===== config.mk =====
export PLATFORM = sky130hd
export DESIGN_NAME = uart_rx_ctrl
export DESIGN_NICKNAME = d
export VERILOG_FILES = /design/src/rtl/uart_rx_ctrl.sv
export SDC_FILE = /design/constraint.sdc
export NUM_CORES = 1
export LEC_CHECK = 0
export CORE_UTILIZATION = 60
export CTS_CLUSTER_SIZE = 25
export DETAILED_ROUTE_END_ITERATION = 8
export HOLD_SLACK_MARGIN = 0.02
export PLACE_DENSITY = 0.94
export SYNTH_ARGS = -nofsm -noshare
export SYNTH_HDL_FRONTEND = slang
export SYNTH_SLANG_ARGS = --single-unit

===== constraint.sdc =====
create_clock -name clk -period 6.65 [get_ports clk]
set_input_delay 1.33 -clock clk [delete_from_list [all_inputs] [get_ports clk]]
set_output_delay 1.33 -clock clk [all_outputs]
set_load 0.01 [all_outputs]

===== src/rtl/uart_rx_ctrl.sv =====
// UART receive controller: 8-deep frame FIFO with overflow/drop status and a
// config shadow that is applied only between frames. Build option: UART_RX_CTRL_ERR_DROP_EN.
package uart_rx_ctrl_pkg;
  typedef enum logic [0:0] {STOP_BITS_1 = 1'b0, STOP_BITS_2 = 1'b1} stop_bits_t;
  typedef enum logic [1:0] {PARITY_NONE = 2'd0, PARITY_EVEN = 2'd1, PARITY_ODD = 2'd2} parity_t;
endpackage

module uart_rx_ctrl
  import uart_rx_ctrl_pkg::*;
(
  input  logic       clk,
  input  logic       rst,
  input  logic       rx_busy,
  input  logic       rx_done,
  input  logic       rx_error,
  input  logic [7:0] rx_data,
  output logic [3:0] num_data_bits,
  output stop_bits_t stop_bits,
  output parity_t    parity,
  input  logic       cfg_wr,
  input  logic [3:0] cfg_num_data_bits,
  input  stop_bits_t cfg_stop_bits,
  input  parity_t    cfg_parity,
  output logic       cfg_pending,
  output logic       cfg_err,
  output logic       out_valid,
  input  logic       out_ready,
  output logic [7:0] out_data,
  output logic       out_error,
  output logic [3:0] fifo_count,
  output logic       overflow,
  output logic [7:0] drop_count,
  input  logic       clr_status
);

`ifdef UART_RX_CTRL_ERR_DROP_EN
  localparam bit ERR_DROP = 1'b1;
`else
  localparam bit ERR_DROP = 1'b0;
`endif

  typedef enum logic [1:0] {IDLE, BUSY, APPLY} state_t;

  // ---------------- frame FIFO ----------------
  logic [8:0] mem [8];
  logic [2:0] wr_ptr, rd_ptr;
  logic [8:0] head;
  logic [7:0] data_mask;
  logic       full, push, pop, err_drop, ovf_drop, drop;

  assign head       = mem[rd_ptr];
  assign out_valid  = (fifo_count != 4'd0);
  assign out_data   = head[7:0];
  assign out_error  = ERR_DROP ? 1'b0 : head[8];
  assign full       = (fifo_count == 4'd8);
  assign pop        = out_valid && out_ready;
  assign data_mask  = 8'hFF >> (4'd8 - num_data_bits);
  assign err_drop   = ERR_DROP && rx_done && rx_error;
  // A same-cycle pop frees the slot, so a full FIFO can still accept the frame.
  assign push       = rx_done && !err_drop && (!full || pop);
  assign ovf_drop   = rx_done && !err_drop && full && !pop;
  assign drop       = ovf_drop || err_drop;

  // NOTE: storage has no reset; pointers and count define which entries are valid.
  always_ff @(posedge clk) begin
    if (push) mem[wr_ptr] <= {rx_error, rx_data & data_mask};
  end

  always_ff @(posedge clk) begin
    if (rst) begin
      wr_ptr     <= '0;
      rd_ptr     <= '0;
      fifo_count <= '0;
      overflow   <= 1'b0;
      drop_count <= '0;
    end else begin
      if (push) wr_ptr <= wr_ptr + 3'd1;
      if (pop)  rd_ptr <= rd_ptr + 3'd1;
      fifo_count <= fifo_count + {3'b0, push} - {3'b0, pop};
      // A drop in the clearing cycle is counted as the first event after the clear.
      if (drop) begin
        if (clr_status) begin
          overflow   <= ovf_drop;
          drop_count <= 8'd1;
        end else begin
          overflow   <= overflow | ovf_drop;
          if (drop_count != 8'hFF) drop_count <= drop_count + 8'd1;
        end
      end else if (clr_status) begin
        overflow   <= 1'b0;
        drop_count <= '0;
      end
    end
  end

  // ---------------- config shadow / apply FSM ----------------
  state_t     state;
  logic [3:0] sh_num_data_bits;
  stop_bits_t sh_stop_bits;
  parity_t    sh_parity;
  logic       cfg_ok, apply_now;

  assign cfg_ok    = (cfg_num_data_bits >= 4'd5) && (cfg_num_data_bits <= 4'd8);
  // Copy only while the receiver is quiet: straight from IDLE, or on BUSY->APPLY.
  assign apply_now = cfg_pending && !rx_busy && (state != APPLY);

  always_ff @(posedge clk) begin
    if (rst) begin
      state            <= IDLE;
      num_data_bits    <= 4'd8;
      stop_bits        <= STOP_BITS_1;
      parity           <= PARITY_EVEN;
      sh_num_data_bits <= 4'd8;
      sh_stop_bits     <= STOP_BITS_1;
      sh_parity        <= PARITY_EVEN;
      cfg_pending      <= 1'b0;
      cfg_err          <= 1'b0;
    end else begin
      cfg_err <= cfg_wr && !cfg_ok;
      if (apply_now) begin
        num_data_bits <= sh_num_data_bits;
        stop_bits     <= sh_stop_bits;
        parity        <= sh_parity;
        cfg_pending   <= 1'b0;
      end
      // A fresh write in the apply cycle stays pending for the next opportunity.
      if (cfg_wr && cfg_ok) begin
        sh_num_data_bits <= cfg_num_data_bits;
        sh_stop_bits     <= cfg_stop_bits;
        sh_parity        <= cfg_parity;
        cfg_pending      <= 1'b1;
      end
      case (state)
        IDLE:    if (rx_busy) state <= BUSY;
        BUSY:    if (!rx_busy) state <= cfg_pending ? APPLY : IDLE;
        APPLY:   state <= IDLE;
        default: state <= IDLE;
      endcase
    end
  end

endmodule

run_1/cell_density.png
Drawn at 3 px/um. 9 x 9 tiles, from dark purple (low) to yellow (high), 0 to 100% covered.
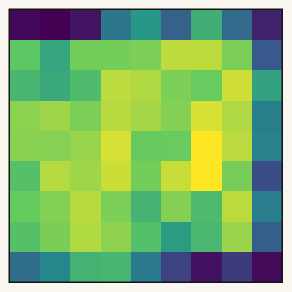
- nearly empty tiles: 1.2%
- tiles over 75% full: 54%
- mean over tiles: 66%
- fullest tile: 100%

run_1/logic_types.png
Drawn at 4 px/um.
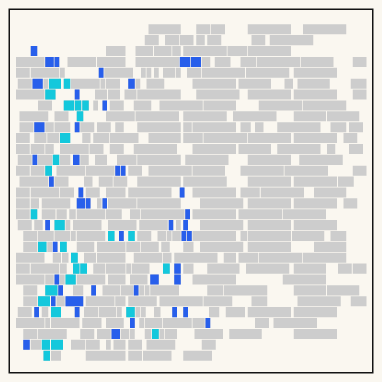
- nor cells: blue (cells 47)
- aoi and oai cells: cyan (cells 29)

run_1/flops_by_reg.png
Drawn at 4 px/um.
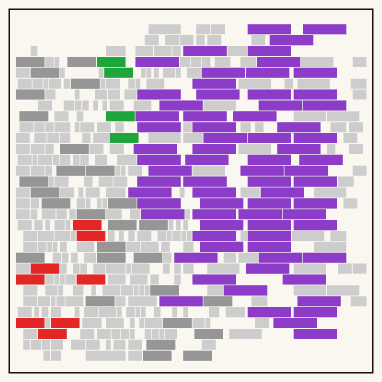
- drop_count: red (placed flops 8; where south-west)
- num_data_bits: green (placed flops 4)
- mem: purple (placed flops 72)

==> run summary, run 1 <==
Fraction of synthesis flops using an asynchronous set or reset pin - 0%
Height of the chip - 90.5 um
Worst EP required - 5320 ps
CTS HTree Levels - 3
Total of flip-flops plus latches after synthesis - 112
Number of warnings reported in the yosys synthesis log - 0
Fraction of area in non-clock buffers - 10.3%
GR Layer Usage met2 - 44.1%
Clock edge transition at the registers on the reported setup and hold paths - 100 ps
Seq_cells - 112
Taps Inserted - 99
Final-layout setup total negative slack - 0 ps
Seq. pwr - 0.830 mW
TritonCTS clock tree - done
Placed cells - 474
Tot Pwr - 1.66 mW
Chip area from the yosys synthesis statistics - 4700 um2
Capturing element of the worst setup path - out_data[5]
Violation count after the first detailed-routing iteration - 158
Worst Hold Path Cells - 1
Multi-input logic cell count - 186
Post-route non-filler standard cell count - 490
Number of distinct standard cells referenced by the synthesized netlist - 54
Post-synthesis share of cell area spent on and-or and or-and gates - 5.19%
Fraction of power spent switching nets - 28.2%
Post-synthesis net count - 366
Most used routing layer in global routing - met2
HPWL reported at the end of detailed placement - 6330 um
Pin count of the biggest net entering global routing - 40
Main kind of combinational logic by area - multiplexers
Flop share of the area - 53.7%
Via count of the first global-routing pass - 2990
Total global-route track usage - 24.1%
Most common logic cells in the final layout - sky130_fd_sc_hd__edfxtp_1 (72), sky130_fd_sc_hd__clkdlybuf4s50_1 (54), sky130_fd_sc_hd__dfxtp_1 (40)
CP Launch Type - flop
Synth top area cells - sky130_fd_sc_hd__edfxtp_1 (46%), sky130_fd_sc_hd__dfxtp_1 (17%), sky130_fd_sc_hd__mux4_2 (8.6%)
Post-route worst hold slack - 453 ps
CTS max path bufs - 2
Max Fanout on Critical Path - 18
RSZ-0062 raised after global routing - false
Outcome - complete, no violations
Combinational fraction of design power - 27.2%
Launch point of the worst hold path - state[1]$_SDFFE_PP0P_
M1 GR Usage - 27.8%
Routed via count divided by cell count - 5.77
Area after DPL - 5340 um2
Aggregate global routing overflow - 0
Repair and plain buffers - 58
Layout clock area frac - 3.35%
Highest routed metal layer - met4
Met2 wirelength from detailed routing - 4970 um
Wire length on met1 - 3440 um
DR DRC count - 0
# clk buffers - 9
Routed len/inst - 18.2 um
CP bufs+invs - 1
Clock root buffer - sky130_fd_sc_hd__clkbuf_8
==> inputs of run 2 (changes only) <==
--- a/config.mk
+++ b/config.mk
@@ -5,11 +5,11 @@
 export SDC_FILE = /design/constraint.sdc
 export NUM_CORES = 1
 export LEC_CHECK = 0
-export CORE_UTILIZATION = 60
+export CORE_UTILIZATION = 50
 export CTS_CLUSTER_SIZE = 25
 export DETAILED_ROUTE_END_ITERATION = 8
 export HOLD_SLACK_MARGIN = 0.02
-export PLACE_DENSITY = 0.94
+export PLACE_DENSITY = 0.84
 export SYNTH_ARGS = -nofsm -noshare
 export SYNTH_HDL_FRONTEND = slang
 export SYNTH_SLANG_ARGS = --single-unit
==> constraint.sdc (replaced) <==
create_clock -name clk -period 3.1 [get_ports clk]
set_input_delay 0.62 -clock clk [delete_from_list [all_inputs] [get_ports clk]]
set_output_delay 0.62 -clock clk [all_outputs]
set_load 0.01 [all_outputs]
run_2/cell_density.png
Drawn at 3 px/um. 10 x 10 tiles, from dark purple (low) to yellow (high), 0 to 100% covered.
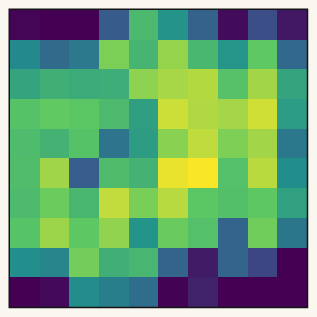
- tiles over 75% full: 29%
- emptiest ninth of the die: south-east
- fullest tile: 99%
- mean over tiles: 56%
- nearly empty tiles: 9.0%
Initial Util: 51.3%
final core utilization: 61.6%
Placeable Area: 9150 um2

run_2/io_fan.png
Drawn at 4 px/um.
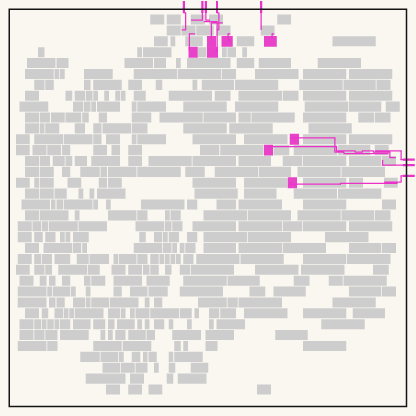
- rx_data: magenta (bits 8; direction input; edge 5 north, 3 east; end cells 8; buffers 8; wire 166 um)
number of top-level pins: 55
count of input and output buffers: 54

run_2/clocks.png
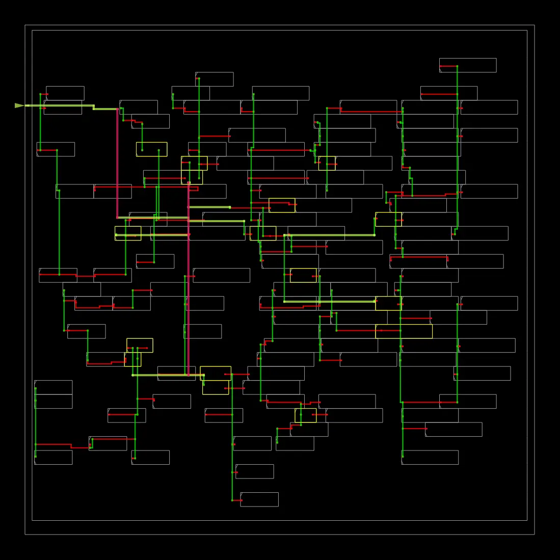
# clk buffers: 9
seq_cells: 112
worst clock skew: 16.1 ps
TritonCTS Buffers: 9

==> run summary, run 2 <==
Routed Antenna Nets - 0
Most used routing layer in global routing - met2
Outcome - complete, no violations
Logic power comb - 0.983 mW
Clk Latency, worst-skew pair - 370 ps
Aggregate global routing overflow - 0 (unchanged)
Stages on worst setup path - 4
Final setup violation count - 0
Taps Inserted - 111 (+12%)
Timing-limited maximum frequency - 337 MHz
Post-synthesis share of cell area spent on and-or and or-and gates - 5.19% (unchanged)
Routed via count divided by cell count - 5.52 (-4.3%)
Violation count after the first detailed-routing iteration - 130 (-18%)
Launch point of the worst hold path - state[0]$_SDFFE_PP0P_
Total Nets Final - 431
CTS max path bufs - 2 (unchanged)
Number of distinct standard cells referenced by the synthesized netlist - 54 (unchanged)
Slew at the pin with the worst max-slew slack - 813 ps
Max IR drop VDD - 0.318 mV
Flop share of the area - 52.6% (-1.1 points)
Post-synthesis sequential area ratio - 63.0%
Combined area of the multi-input logic cells - 1610 um2
CP bufs+invs - 2 (+1)
Repair and plain buffers - 66 (+14%)
Multi-input logic cell count - 186 (unchanged)
Fraction of area in non-clock buffers - 11.2% (+0.85 points)
Capturing element of the worst setup path - out_data[6]
Logic depth of the worst register-to-register path - 11
CP Launch Type - flop
Cell chain of the critical path - buf_4 -> mux4_2 -> mux2_2 -> clkdlybuf4s50_1
Max reg flops - 72
FF-to-FF Start - fifo_count[2]$_SDFF_PP0_
Slowest-stage cell, CP - sky130_fd_sc_hd__mux4_2
Via count of the first global-routing pass - 2896 (-3.1%)
Seq. pwr - 1.76 mW (+110%)
HPWL reported at the end of detailed placement - 5780 um (-8.6%)
Crit path kind - flop to primary output
Max Fanout on Critical Path - 18 (unchanged)
M1 GR Usage - 21.8% (-5.9 points)
Worst Hold Path Cells - 2 (+1)
Total global-route track usage - 18.5% (-5.6 points)
GR Layer Usage met2 - 33.5% (-11 points)
Tot Pwr - 3.67 mW (+120%)
Clock edge transition at the registers on the reported setup and hold paths - 110 ps (about the same)
TritonCTS clock tree - done
Most common logic cells in the final layout - sky130_fd_sc_hd__edfxtp_1 (72), sky130_fd_sc_hd__clkdlybuf4s50_1 (54), sky130_fd_sc_hd__dfxtp_1 (40)
Share of cells above drive strength 1 - 16.3%
Area delta synth->final - 19.9%
CTS HTree Levels - 3 (unchanged)
Placed cells - 494 (+4.2%)
Area after DPL - 5410 um2 (+1.4%)
Height of the chip - 99.0 um (+9.3%)
Worst EP required - 2480 ps (-2840 ps)
Flop area - 2960 um2
Fraction of power spent switching nets - 27.6% (-0.63 points)
Routed len/inst - 16.4 um (-9.9%)
Pin count of the biggest net entering global routing - 24 (-40%)
Final slew viol count - 0
RSZ-0062 raised after global routing - false
Combinational fraction of design power - 26.8% (-0.4 points)
Clock root buffer - sky130_fd_sc_hd__clkbuf_8
Area of the chip - 9790 um2
Synth top area cells - sky130_fd_sc_hd__edfxtp_1 (46%), sky130_fd_sc_hd__dfxtp_1 (17%), sky130_fd_sc_hd__mux4_2 (8.6%)
Setup crit end kind - primary output
Total of flip-flops plus latches after synthesis - 112 (unchanged)
Layout clock area frac - 4.02% (+0.66 points)
Antenna cell count - 0
Fraction of synthesis flops using an asynchronous set or reset pin - 0% (unchanged)
DR DRC count - 0 (unchanged)
Most popular library cell in the synthesized design by count - sky130_fd_sc_hd__edfxtp_1
Post-route worst hold slack - 465 ps (+12.6 ps)
Number of warnings in the stage logs - 29
Number of warnings reported in the yosys synthesis log - 0 (unchanged)
Chip area from the yosys synthesis statistics - 4700 um2 (unchanged)
Met2 wirelength from detailed routing - 4400 um (-11%)
Highest routed metal layer - met4
Mean cell area of the mapped netlist - 14.3 um2
Post-route non-filler standard cell count - 510 (+4.1%)
Final-layout setup total negative slack - 0 ps (unchanged)
Count of mapped cells out of synthesis - 329
Post-synthesis net count - 366 (unchanged)
Wire length on met1 - 3510 um (+2.0%)
Main kind of combinational logic by area - multiplexers
DIE WIDTH - 99.0 um
No activity file was given, so power comes from the tool's default toggle rates.
